--- src/rtl/mips_mem_pkg.sv ---
// mips_mem_pkg: shared encodings and defaults for the instruction/data memory port arbiter
package mips_mem_pkg;
  localparam int          ARB_AW       = 32;
  localparam int          ARB_DW       = 32;
  localparam int unsigned ARB_TIMEOUT  = 255;
  localparam logic [31:0] ARB_ERR_DATA = 32'h0;
  localparam logic [2:0]  ST_IDLE   = 3'd0;
  localparam logic [2:0]  ST_BUSY_I = 3'd1;
  localparam logic [2:0]  ST_BUSY_D = 3'd2;
  localparam logic [2:0]  ST_RESP_I = 3'd3;
  localparam logic [2:0]  ST_RESP_D = 3'd4;
  typedef enum logic [2:0] {
    IDLE   = ST_IDLE,
    BUSY_I = ST_BUSY_I,
    BUSY_D = ST_BUSY_D,
    RESP_I = ST_RESP_I,
    RESP_D = ST_RESP_D
  } arb_state_t;
endpackage

--- src/rtl/arb_watchdog.sv ---
// arb_watchdog: counts cycles spent waiting on the memory and flags expiry
//   clk, reset   clock, asynchronous active-high reset
//   i_busy       arbiter is waiting on mem_ready; low clears the counter
//   o_expired    high during the TIMEOUT_CYCLES-th consecutive busy cycle
module arb_watchdog #(
  parameter int unsigned TIMEOUT_CYCLES = 255
) (
  input  logic clk,
  input  logic reset,
  input  logic i_busy,
  output logic o_expired
);
  localparam int CW = $clog2(TIMEOUT_CYCLES + 1);
  logic [CW-1:0] r_cnt;
  always_ff @(posedge clk or posedge reset) begin
    if (reset) r_cnt <= '0;
    else r_cnt <= i_busy ? r_cnt + 1'b1 : '0;
  end
  // Counter reads 0 in the first busy cycle, so expiry lands on the last allowed one.
  assign o_expired = i_busy && (r_cnt == CW'(TIMEOUT_CYCLES - 1));
endmodule

--- src/rtl/mem_port_arbiter.sv ---
// mem_port_arbiter: shares one memory between fetch and data ports, data port first
//   clk, reset                               clock, asynchronous active-high reset
//   if_req/if_addr -> if_rdata/if_done/if_stall   fetch port
//   d_req/d_we/d_addr/d_wdata -> d_rdata/d_done/d_stall   data port
//   mem_req/mem_we/mem_addr/mem_wdata, mem_rdata/mem_ready  memory handshake
//   err                                      sticky timeout flag
//   Build macro ARB_TIMEOUT_EN adds the arb_watchdog timeout; otherwise err is 0.
module mem_port_arbiter
  import mips_mem_pkg::*;
#(
  parameter int              AW             = ARB_AW,
  parameter int              DW             = ARB_DW,
  parameter int unsigned     TIMEOUT_CYCLES = ARB_TIMEOUT,
  parameter logic [DW-1:0]   ERR_DATA       = DW'(ARB_ERR_DATA)
) (
  input  logic          clk,
  input  logic          reset,
  input  logic          if_req,
  input  logic [AW-1:0] if_addr,
  output logic [DW-1:0] if_rdata,
  output logic          if_done,
  output logic          if_stall,
  input  logic          d_req,
  input  logic          d_we,
  input  logic [AW-1:0] d_addr,
  input  logic [DW-1:0] d_wdata,
  output logic [DW-1:0] d_rdata,
  output logic          d_done,
  output logic          d_stall,
  output logic          mem_req,
  output logic          mem_we,
  output logic [AW-1:0] mem_addr,
  output logic [DW-1:0] mem_wdata,
  input  logic [DW-1:0] mem_rdata,
  input  logic          mem_ready,
  output logic          err
);
  if (TIMEOUT_CYCLES < 1) begin : g_bad_timeout
    $error("mem_port_arbiter: TIMEOUT_CYCLES must be at least 1");
  end
  arb_state_t    r_state;
  logic          r_mem_req, r_mem_we, r_if_done, r_d_done;
  logic [AW-1:0] r_mem_addr;
  logic [DW-1:0] r_mem_wdata, r_if_rdata, r_d_rdata;
  logic          w_busy, w_serve, w_grant_d, w_grant_i, w_expired, w_fin;
  logic [DW-1:0] w_rdata;
  assign w_busy  = (r_state == BUSY_I) || (r_state == BUSY_D);
  assign w_serve = ~w_busy;
  // The same-port request seen during RESP is the one just completed, so it is not re-granted.
  assign w_grant_d = w_serve & d_req & (r_state != RESP_D);
  assign w_grant_i = w_serve & if_req & (r_state != RESP_I) & ~w_grant_d;
  assign w_fin     = w_busy & (mem_ready | w_expired);
  assign w_rdata   = mem_ready ? mem_rdata : ERR_DATA;
`ifdef ARB_TIMEOUT_EN
  logic r_err;
  arb_watchdog #(.TIMEOUT_CYCLES(TIMEOUT_CYCLES)) u_watchdog (
    .clk       (clk),
    .reset     (reset),
    .i_busy    (w_busy),
    .o_expired (w_expired)
  );
  always_ff @(posedge clk or posedge reset) begin
    if (reset) r_err <= 1'b0;
    else if (w_busy & w_expired & ~mem_ready) r_err <= 1'b1;
  end
  assign err = r_err;
`else
  assign w_expired = 1'b0;
  assign err       = 1'b0;
`endif
  always_ff @(posedge clk or posedge reset) begin
    if (reset) begin
      r_state     <= IDLE;
      r_mem_req   <= 1'b0;
      r_mem_we    <= 1'b0;
      r_mem_addr  <= '0;
      r_mem_wdata <= '0;
      r_if_rdata  <= '0;
      r_d_rdata   <= '0;
      r_if_done   <= 1'b0;
      r_d_done    <= 1'b0;
    end else begin
      r_if_done <= 1'b0;
      r_d_done  <= 1'b0;
      if (w_grant_d) begin
        r_mem_req   <= 1'b1;
        r_mem_we    <= d_we;
        r_mem_addr  <= d_addr;
        r_mem_wdata <= d_wdata;
        r_state     <= BUSY_D;
      end else if (w_grant_i) begin
        r_mem_req  <= 1'b1;
        r_mem_we   <= 1'b0;
        r_mem_addr <= if_addr;
        r_state    <= BUSY_I;
      end else if (w_serve) begin
        r_state <= IDLE;
      end else if (w_fin) begin
        r_mem_req <= 1'b0;
        r_mem_we  <= 1'b0;
        // A requester that withdrew while busy gets no response; the access still completes.
        if (r_state == BUSY_I) begin
          if (if_req) begin
            r_if_rdata <= w_rdata;
            r_if_done  <= 1'b1;
            r_state    <= RESP_I;
          end else r_state <= IDLE;
        end else begin
          if (d_req) begin
            if (!r_mem_we) r_d_rdata <= w_rdata;
            r_d_done <= 1'b1;
            r_state  <= RESP_D;
          end else r_state <= IDLE;
        end
      end
    end
  end
  assign mem_req   = r_mem_req;
  assign mem_we    = r_mem_we;
  assign mem_addr  = r_mem_addr;
  assign mem_wdata = r_mem_wdata;
  assign if_rdata  = r_if_rdata;
  assign d_rdata   = r_d_rdata;
  assign if_done   = r_if_done;
  assign d_done    = r_d_done;
  assign if_stall  = if_req & ~r_if_done;
  assign d_stall   = d_req & ~r_d_done;
endmodule

--- config.mk ---
export PLATFORM = sky130hd
export DESIGN_NAME = mem_port_arbiter
export DESIGN_NICKNAME = d
export VERILOG_FILES = /design/src/rtl/mips_mem_pkg.sv /design/src/rtl/arb_watchdog.sv /design/src/rtl/mem_port_arbiter.sv
export SDC_FILE = /design/constraint.sdc
export NUM_CORES = 1
export LEC_CHECK = 0
export CORE_ASPECT_RATIO = 1.75
export CORE_MARGIN = 5
export CORE_UTILIZATION = 44
export DETAILED_ROUTE_END_ITERATION = 6
export PLACE_DENSITY = 0.86
export SKIP_CTS_REPAIR_TIMING = 1
export SKIP_LAST_GASP = 1
export SLEW_MARGIN = 20
export SYNTH_ARGS = -nofsm -noshare
export SYNTH_HDL_FRONTEND = slang
export SYNTH_SLANG_ARGS = --single-unit
--- constraint.sdc ---
create_clock -name clk -period 10.2 [get_ports clk]
set_input_delay 2.04 -clock clk [delete_from_list [all_inputs] [get_ports clk]]
set_output_delay 2.04 -clock clk [all_outputs]
set_load 0.03 [all_outputs]
Run 1, nets reached from selected ports:
Scale: 3 px per µm.
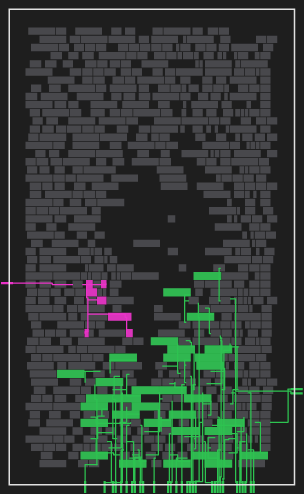
colour	port	bits	direction	edge	end cells	buffers	wire
green	mem_wdata	32	output	30 south, 2 east	32	32	1290 µm
magenta	d_req	1	input	west	7	1	70.1 µm
port bufs: 267
# IOs: 269

Run 1, clock nets:
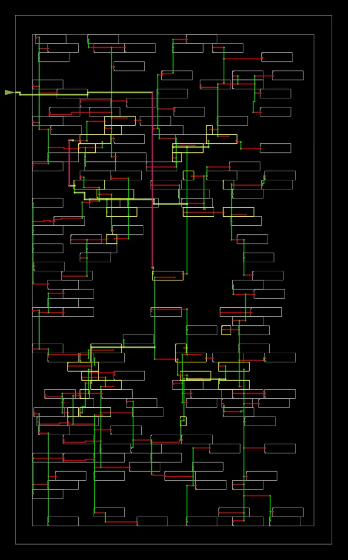
Worst Skew: 0.0122 ns
P_clk: 589 µW
CTS Buf Count: 17

==> flow_metrics.env, run 1 <==
# implementation run metrics
export IMPL_cp_start_kind="primary input"
export IMPL_cp_required_ns=8.16
export IMPL_cts_max_level=4
export IMPL_netlist_area_um2=5510
export IMPL_fin_util_pct=71.4
export IMPL_p_leak_nw=3.79
export IMPL_endpoint_kind="output pin"
export IMPL_drt_wl_total_um=15600
export IMPL_tritoncts="yes"
export IMPL_vias=4075
export IMPL_overflow=0
export IMPL_rsz0062_at_grt="no"
export IMPL_grt_max_degree=97
export IMPL_status="finished clean"
export IMPL_clockBufferDepth=2
export IMPL_grt_pass1_vias=4502
export IMPL_clk_pin_slew_ns=0.06
export IMPL_wire_per_inst_um=18.8
export IMPL_core_um2=12400
export IMPL_synth_main_ff_cell="dfrtp_1"
export IMPL_drt_iter0_drc=132
export IMPL_synth_warnings=0
export IMPL_fin_cells=833
export IMPL_die_h_um=158
export IMPL_p_sw_share_pct=40.4
export IMPL_min_period_ns=5.63
export IMPL_fp_util_pct=44.6
export IMPL_critPathTopFamily="buffers and inverters"
export IMPL_hold_class="reg -> reg"
export IMPL_yosysCellCount=388
export IMPL_yosysChipArea_um2=5510
export IMPL_grt_total_usage_pct=21.2
export IMPL_synth_cells=388
Run 1, close-up of the layout:
Region (61, 109) to (81, 129) µm. Cells in grey, sequential cells in the stronger grey; small squares are vias.
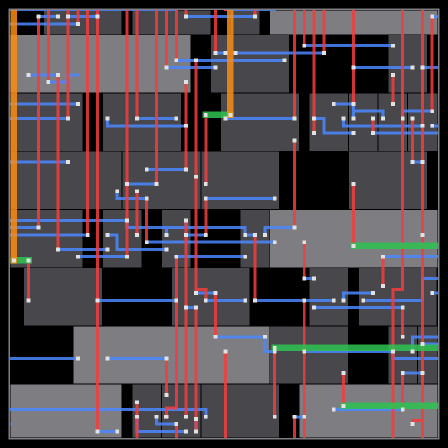
colour	layer
blue	M1
orange	M4
red	M2
green	M3
netlist names of flops here include	mem_addr (5)
most frequent	clkdlybuf4s50_1 (9), nor2_1 (6), a21oi_1 (6)
sequential cells in the window	5
cells with their middle in the window	31

[run 1: layer usage]
metal | vias to the layer above | global-route usage [%] | part of all wire [%]
met2 | 189 | 38.2 | 55
li1 | 1880 | - | -
met1 | 1978 | 21.7 | 33
met5 | - | 0 | 0
met3 | 28 | 7.51 | 8.9
met4 | 0 | 9.29 | 3.0
[run 1: layout by cell type (no fill, tap or decap), types with 2 or more instances in the layout]
cell and count:
mux2_2 64, nor2_1 34, nor2b_1 2, clkinv_2 2
mux2_1 33, o21ai_0 2, clkdlybuf4s50_1 267, clkbuf_8 3
a21oi_1 32, dfrtp_1 135, nand2_1 2, inv_1 3
clkbuf_16 17, buf_4 3, mux2i_1 33, clkinvlp_4 3
inv_6 4, clkinv_4 2
[run 1: area by class of cell]
type | count | area, µm² | share of cell area (%)
Multi-Input combinational cell | 224 | 1940 | 22.0
Clock inverter | 12 | 115 | 1.30
Clock buffer | 20 | 467 | 5.29
Sequential cell | 135 | 3380 | 38.3
Timing Repair Buffer | 270 | 2700 | 30.5
Tap cell | 168 | 210 | 2.38
Inverter | 4 | 17.5 | 0.199
[run 1: flip-flops by register name (all words and copies together) (netlist names)]
register,cells
if_done,1
r_state,3
mem_req,1
mem_addr,32
d_done,1
if_rdata,32
mem_we,1
mem_wdata,32
d_rdata,32
[run 1: cell families after synthesis]
family	share of synthesized area, %
AND-OR/OR-AND	4.57
XOR/XNOR	0.159
adder cells (fa/ha/maj)	0.182
buffers and inverters	3.88
flip-flops	61.3
multiplexers	25.8
other	0.0681
AND/OR/NAND/NOR	4.00
[run 1: worst reg2reg max path, stage by stage, from the launching register on]
cell	delay, ns
dfrtp_1	0.60
or3b_1	0.44
o211ai_4	0.12
buf_4	0.79
mux2_1	0.45
Run 1, routed metal, one colour a layer:
Scale: 4 px per µm. Only two layers are drawn.
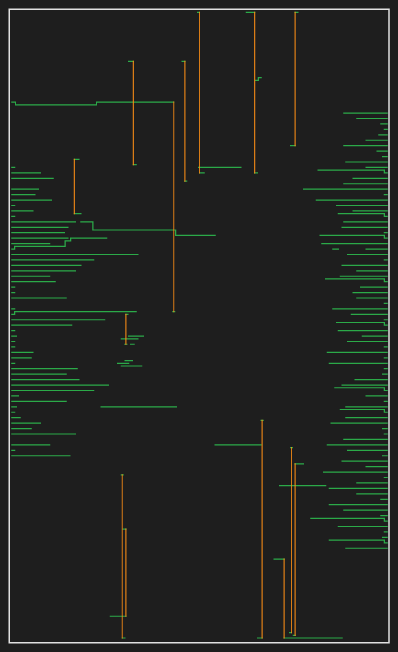

## Run 2: what changed since run 1
Settings changed: CORE_UTILIZATION 44 to 37, PLACE_DENSITY 0.86 to 0.77.
Clock period 10.2 ns to 4.9 ns, I/O delays scaled along.
Run 2, routed metal, one colour a layer:
Scale: 4 px per µm. Only two layers are drawn.
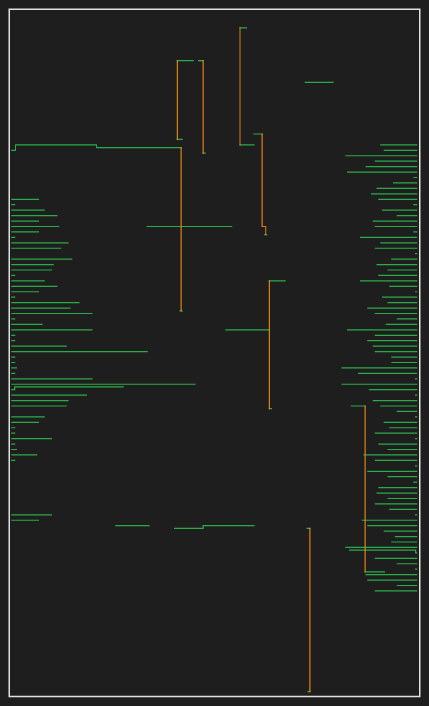
colour	layer	wire length
green	M3	1320 µm
orange	M4	253 µm
Routed WL per cell: 18.4 µm
vias: 4098

Run 2, met2 routing:
Scale: 3 px per µm.
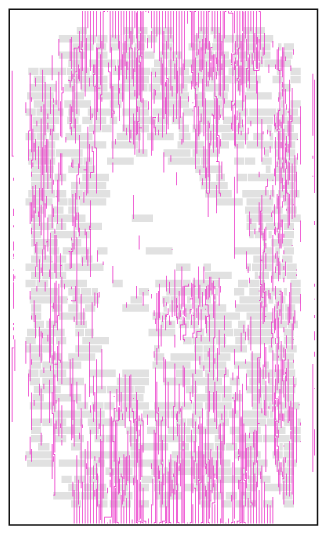
share of all routed wire	57%
nets with wire on the layer	731
final WL: 15600 µm
GR met2 Demand/Resource: 33.9%

==> flow_metrics.env, run 2 <==
# implementation run metrics
export IMPL_grt_total_usage_pct=17.9
export IMPL_p_leak_nw=3.83
export IMPL_netlist_area_um2=5510
export IMPL_overflow=0
export IMPL_yosysChipArea_um2=5510
export IMPL_tritoncts="yes"
export IMPL_yosysCellCount=388
export IMPL_drt_iter0_drc=107
export IMPL_final_cell_mix="clkdlybuf4s50_1 (267), dfrtp_1 (135), mux2_2 (64)"
export IMPL_status="finished clean"
export IMPL_mostFrequentLayoutCell="clkdlybuf4s50_1"
export IMPL_io_pins=269
export IMPL_core_um2=14800
export IMPL_grt_max_degree=78
export IMPL_layout_nets=787
export IMPL_min_period_ns=3.56
export IMPL_grt_pass1_vias=4649
export IMPL_critPathTopFamily="buffers and inverters"
export IMPL_synth_main_ff_cell="dfrtp_1"
export IMPL_cp_required_ns=3.92
export IMPL_endpoint_kind="output pin"
export IMPL_fp_util_pct=37.3
export IMPL_p_sw_share_pct=39.7
export IMPL_clockBufferDepth=2
export IMPL_port_buffers=267
export IMPL_hold_class="reg -> reg"
export IMPL_synth_warnings=0
export IMPL_fin_cells=849
export IMPL_cts_made_buffers=17
export IMPL_synth_cells=388
export IMPL_cts_max_level=4
export IMPL_die_h_um=171
export IMPL_cp_start_kind="primary input"
Run 2, clock nets:
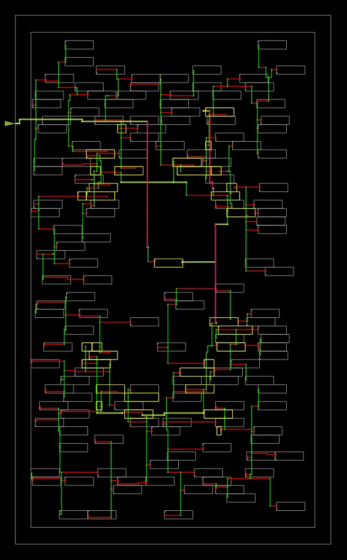
Late-Pin Clk Latency: 0.40 ns
clk sink count: 135
Worst Skew: 0.0105 ns

==> run 2: cell counts after synthesis <==
Identical to the previous run, type by type.
==> run 2: power groups by stage <==
stage / clock network [mW] / registers [mW] / logic [mW]
floorplan: 0 / 3.02 / 0.910
global placement: 0 / 1.97 / 3.32
detailed placement: 0 / 2.01 / 3.37
CTS: 1.38 / 2.00 / 3.38
global route: 1.43 / 2.07 / 3.54
finish: 1.35 / 1.99 / 3.36
==> run 2: routing by layer <==
layer,wire [µm],vias to the layer above,global-route usage (%),share of wire [%]
met3,1320,17,5.48,8.4
met4,253,0,5.65,1.6
met5,0,-,0,0
met2,8900,157,33.9,57
li1,-,1884,-,-
met1,5170,2040,18.2,33
==> run 2: logic make-up (layout without fill, tap and decap cells) <==
kind of cell,after synthesis,in the layout,synth area share [%]
buf+inv,29,307,3.88
mux,130,130,25.8
other cells,1,1,0.0681
simple gates,47,47,4.00
compound gates,44,44,4.57
flops,135,135,61.3
fa+ha+maj,1,1,0.182
xor+xnor,1,1,0.159
==> run 2: cell type report <==
class                   instances  area [µm²]  share of cell area (%)
clock inverters                14         198                    2.21
clock buffers                  18         429                    4.81
flip-flops and latches        135        3380                    37.8
inverters                       4        17.5                   0.196
well taps                     183         229                    2.56
multi-input cells             224        1940                    21.7
repair buffers                271        2740                    30.6
==> run 2: per-stage QoR <==
| stage | hold slack (ns) | utilization (%) |
|---|---|---|
| final | 0.495 | 60.5 |
| after global routing | 0.514 | 60.5 |
| after CTS | 0.498 | 60.3 |
| after detailed placement | 0.483 | 56.0 |
| after global placement | 0.474 | 56.0 |
| after floorplan | 0.455 | - |
Run 2, nets reached from selected ports:
Scale: 3 px per µm.
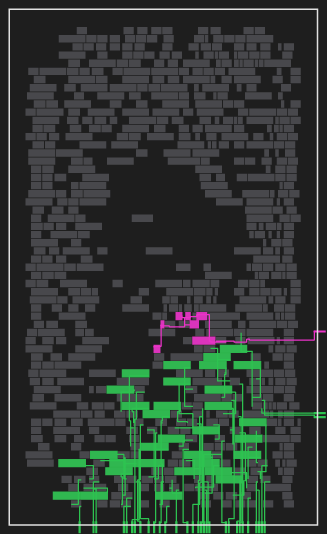

## Run 3: what changed since run 2
Settings changed: CORE_UTILIZATION 37 to 41, PLACE_DENSITY 0.77 to 0.81.
Clock period 4.9 ns to 3.7 ns, I/O delays scaled along.
Run 3, nets reached from selected ports:
Scale: 3 px per µm.
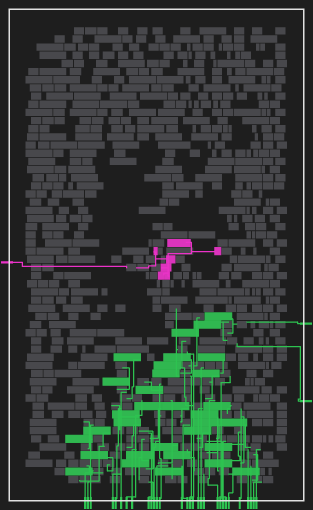
colour	port	bits	direction	edge	end cells	buffers	wire
green	mem_wdata	32	output	30 south, 2 east	32	32	1230 µm
magenta	d_req	1	input	west	7	1	90.3 µm

Run 3, routed metal, one colour a layer:
Scale: 4 px per µm. Only two layers are drawn.
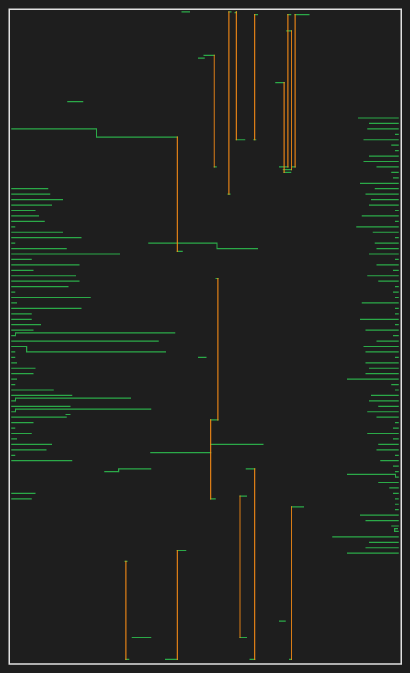
colour	layer	wire length
green	M3	1150 µm
orange	M4	526 µm
final WL: 15800 µm
gr usage total: 19.8%
Routed WL per cell: 18.7 µm
vias: 4114

Run 3, close-up of the layout:
Region (63, 113) to (83, 133) µm. Cells in grey, sequential cells in the stronger grey; small squares are vias.
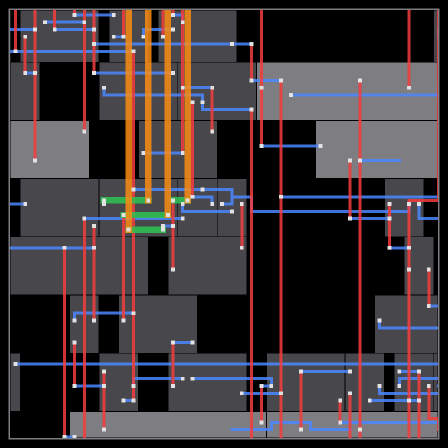
colour	layer
blue	M1
red	M2
orange	M4
green	M3
most frequent	clkdlybuf4s50_1 (8), a21oi_1 (6), mux2i_1 (4)
cells with their middle in the window	24
sequential cells in the window	2
netlist names of flops here include	mem_addr (2)

==> flow_metrics.env, run 3 <==
# implementation run metrics
export IMPL_status="finished clean"
export IMPL_synth_main_ff_cell="dfrtp_1"
export IMPL_layout_nets=789
export IMPL_powerClk_mw=1.76
export IMPL_yosysCellCount=388
export IMPL_overflow=0
export IMPL_route_met2_wl_um=8650
export IMPL_topRoutingLayerUsed="met4"
export IMPL_clockBufferDepth=2
export IMPL_cts_made_buffers=17
export IMPL_seq_power_mw=2.63
export IMPL_fp_util_pct=41.4
export IMPL_drt_iter0_drc=209
export IMPL_p_leak_nw=3.83
export IMPL_mostFrequentLayoutCell="clkdlybuf4s50_1"
export IMPL_endpoint_kind="output pin"
export IMPL_hold_class="reg -> reg"
export IMPL_comb_area_um2=1940
export IMPL_die_h_um=163
export IMPL_io_pins=269
export IMPL_fin_cells=841
export IMPL_grt_use_met3_pct=7.18
export IMPL_cts_max_level=4
export IMPL_wl_met3_um=1150
export IMPL_layout_area_seq_um2=3380
export IMPL_grt_pass1_vias=4574
export IMPL_synth_warnings=0
export IMPL_cp_start_kind="primary input"
export IMPL_critPathTopFamily="buffers and inverters"
export IMPL_insertion_delay_ns=0.40
export IMPL_skew_ns=0.00969
==> run 3: logic make-up (layout without fill, tap and decap cells) <==
family / after synthesis / count (layout) / share of synthesized area [%]
compound gates: 44 / 44 / 4.57
xor+xnor: 1 / 1 / 0.159
fa+ha+maj: 1 / 1 / 0.182
buf+inv: 29 / 308 / 3.88
flops: 135 / 135 / 61.3
mux: 130 / 130 / 25.8
other cells: 1 / 1 / 0.0681
simple gates: 47 / 47 / 4.00
==> run 3: final cells by class <==
cell class | count | share of cell area [%]
clock buffers | 20 | 5.00
clock inverters | 11 | 1.96
inverters | 4 | 0.210
multi-input cells | 224 | 21.7
flip-flops and latches | 135 | 37.8
well taps | 174 | 2.44
repair buffers | 273 | 30.8
==> run 3: worst register-to-register path: cells and delay by family (launching register included) <==
kind                   cells  cell delay, ns
buffers and inverters      1            0.44
flip-flops                 1            0.60
AND-OR/OR-AND              1            0.74
multiplexers               1            0.37
XOR/XNOR                   1            0.17
==> run 3: path summary, 6_finish.rpt <==
| path | cells after the start | end | start |
|---|---|---|---|
| max | 3 | if_stall | if_req |
| min | 1 | mem_wdata[17]$_DFFE_PP0N_ | mem_wdata[17]$_DFFE_PP0N_ |
| max reg2reg | 4 | mem_wdata[3]$_DFFE_PP0N_ | r_state[2]$_DFFE_PP0P_ |
| min reg2reg | 1 | mem_wdata[17]$_DFFE_PP0N_ | mem_wdata[17]$_DFFE_PP0N_ |
| max in group asynchronous | 3 | if_rdata[21]$_DFFE_PP0P_ | reset |
| min in group asynchronous | 2 | mem_wdata[13]$_DFFE_PP0N_ | reset |
==> run 3: through the flow <==
step	setup slack [ns]	util, %
6_report	0.658	67.1
5_1_grt	0.616	67.1
3_5_place_dp	0.647	62.4
4_1_cts	0.644	67.1
3_3_place_gp	0.640	62.4
2_1_floorplan	1.28	-
Power and IR drop assume default switching activity.
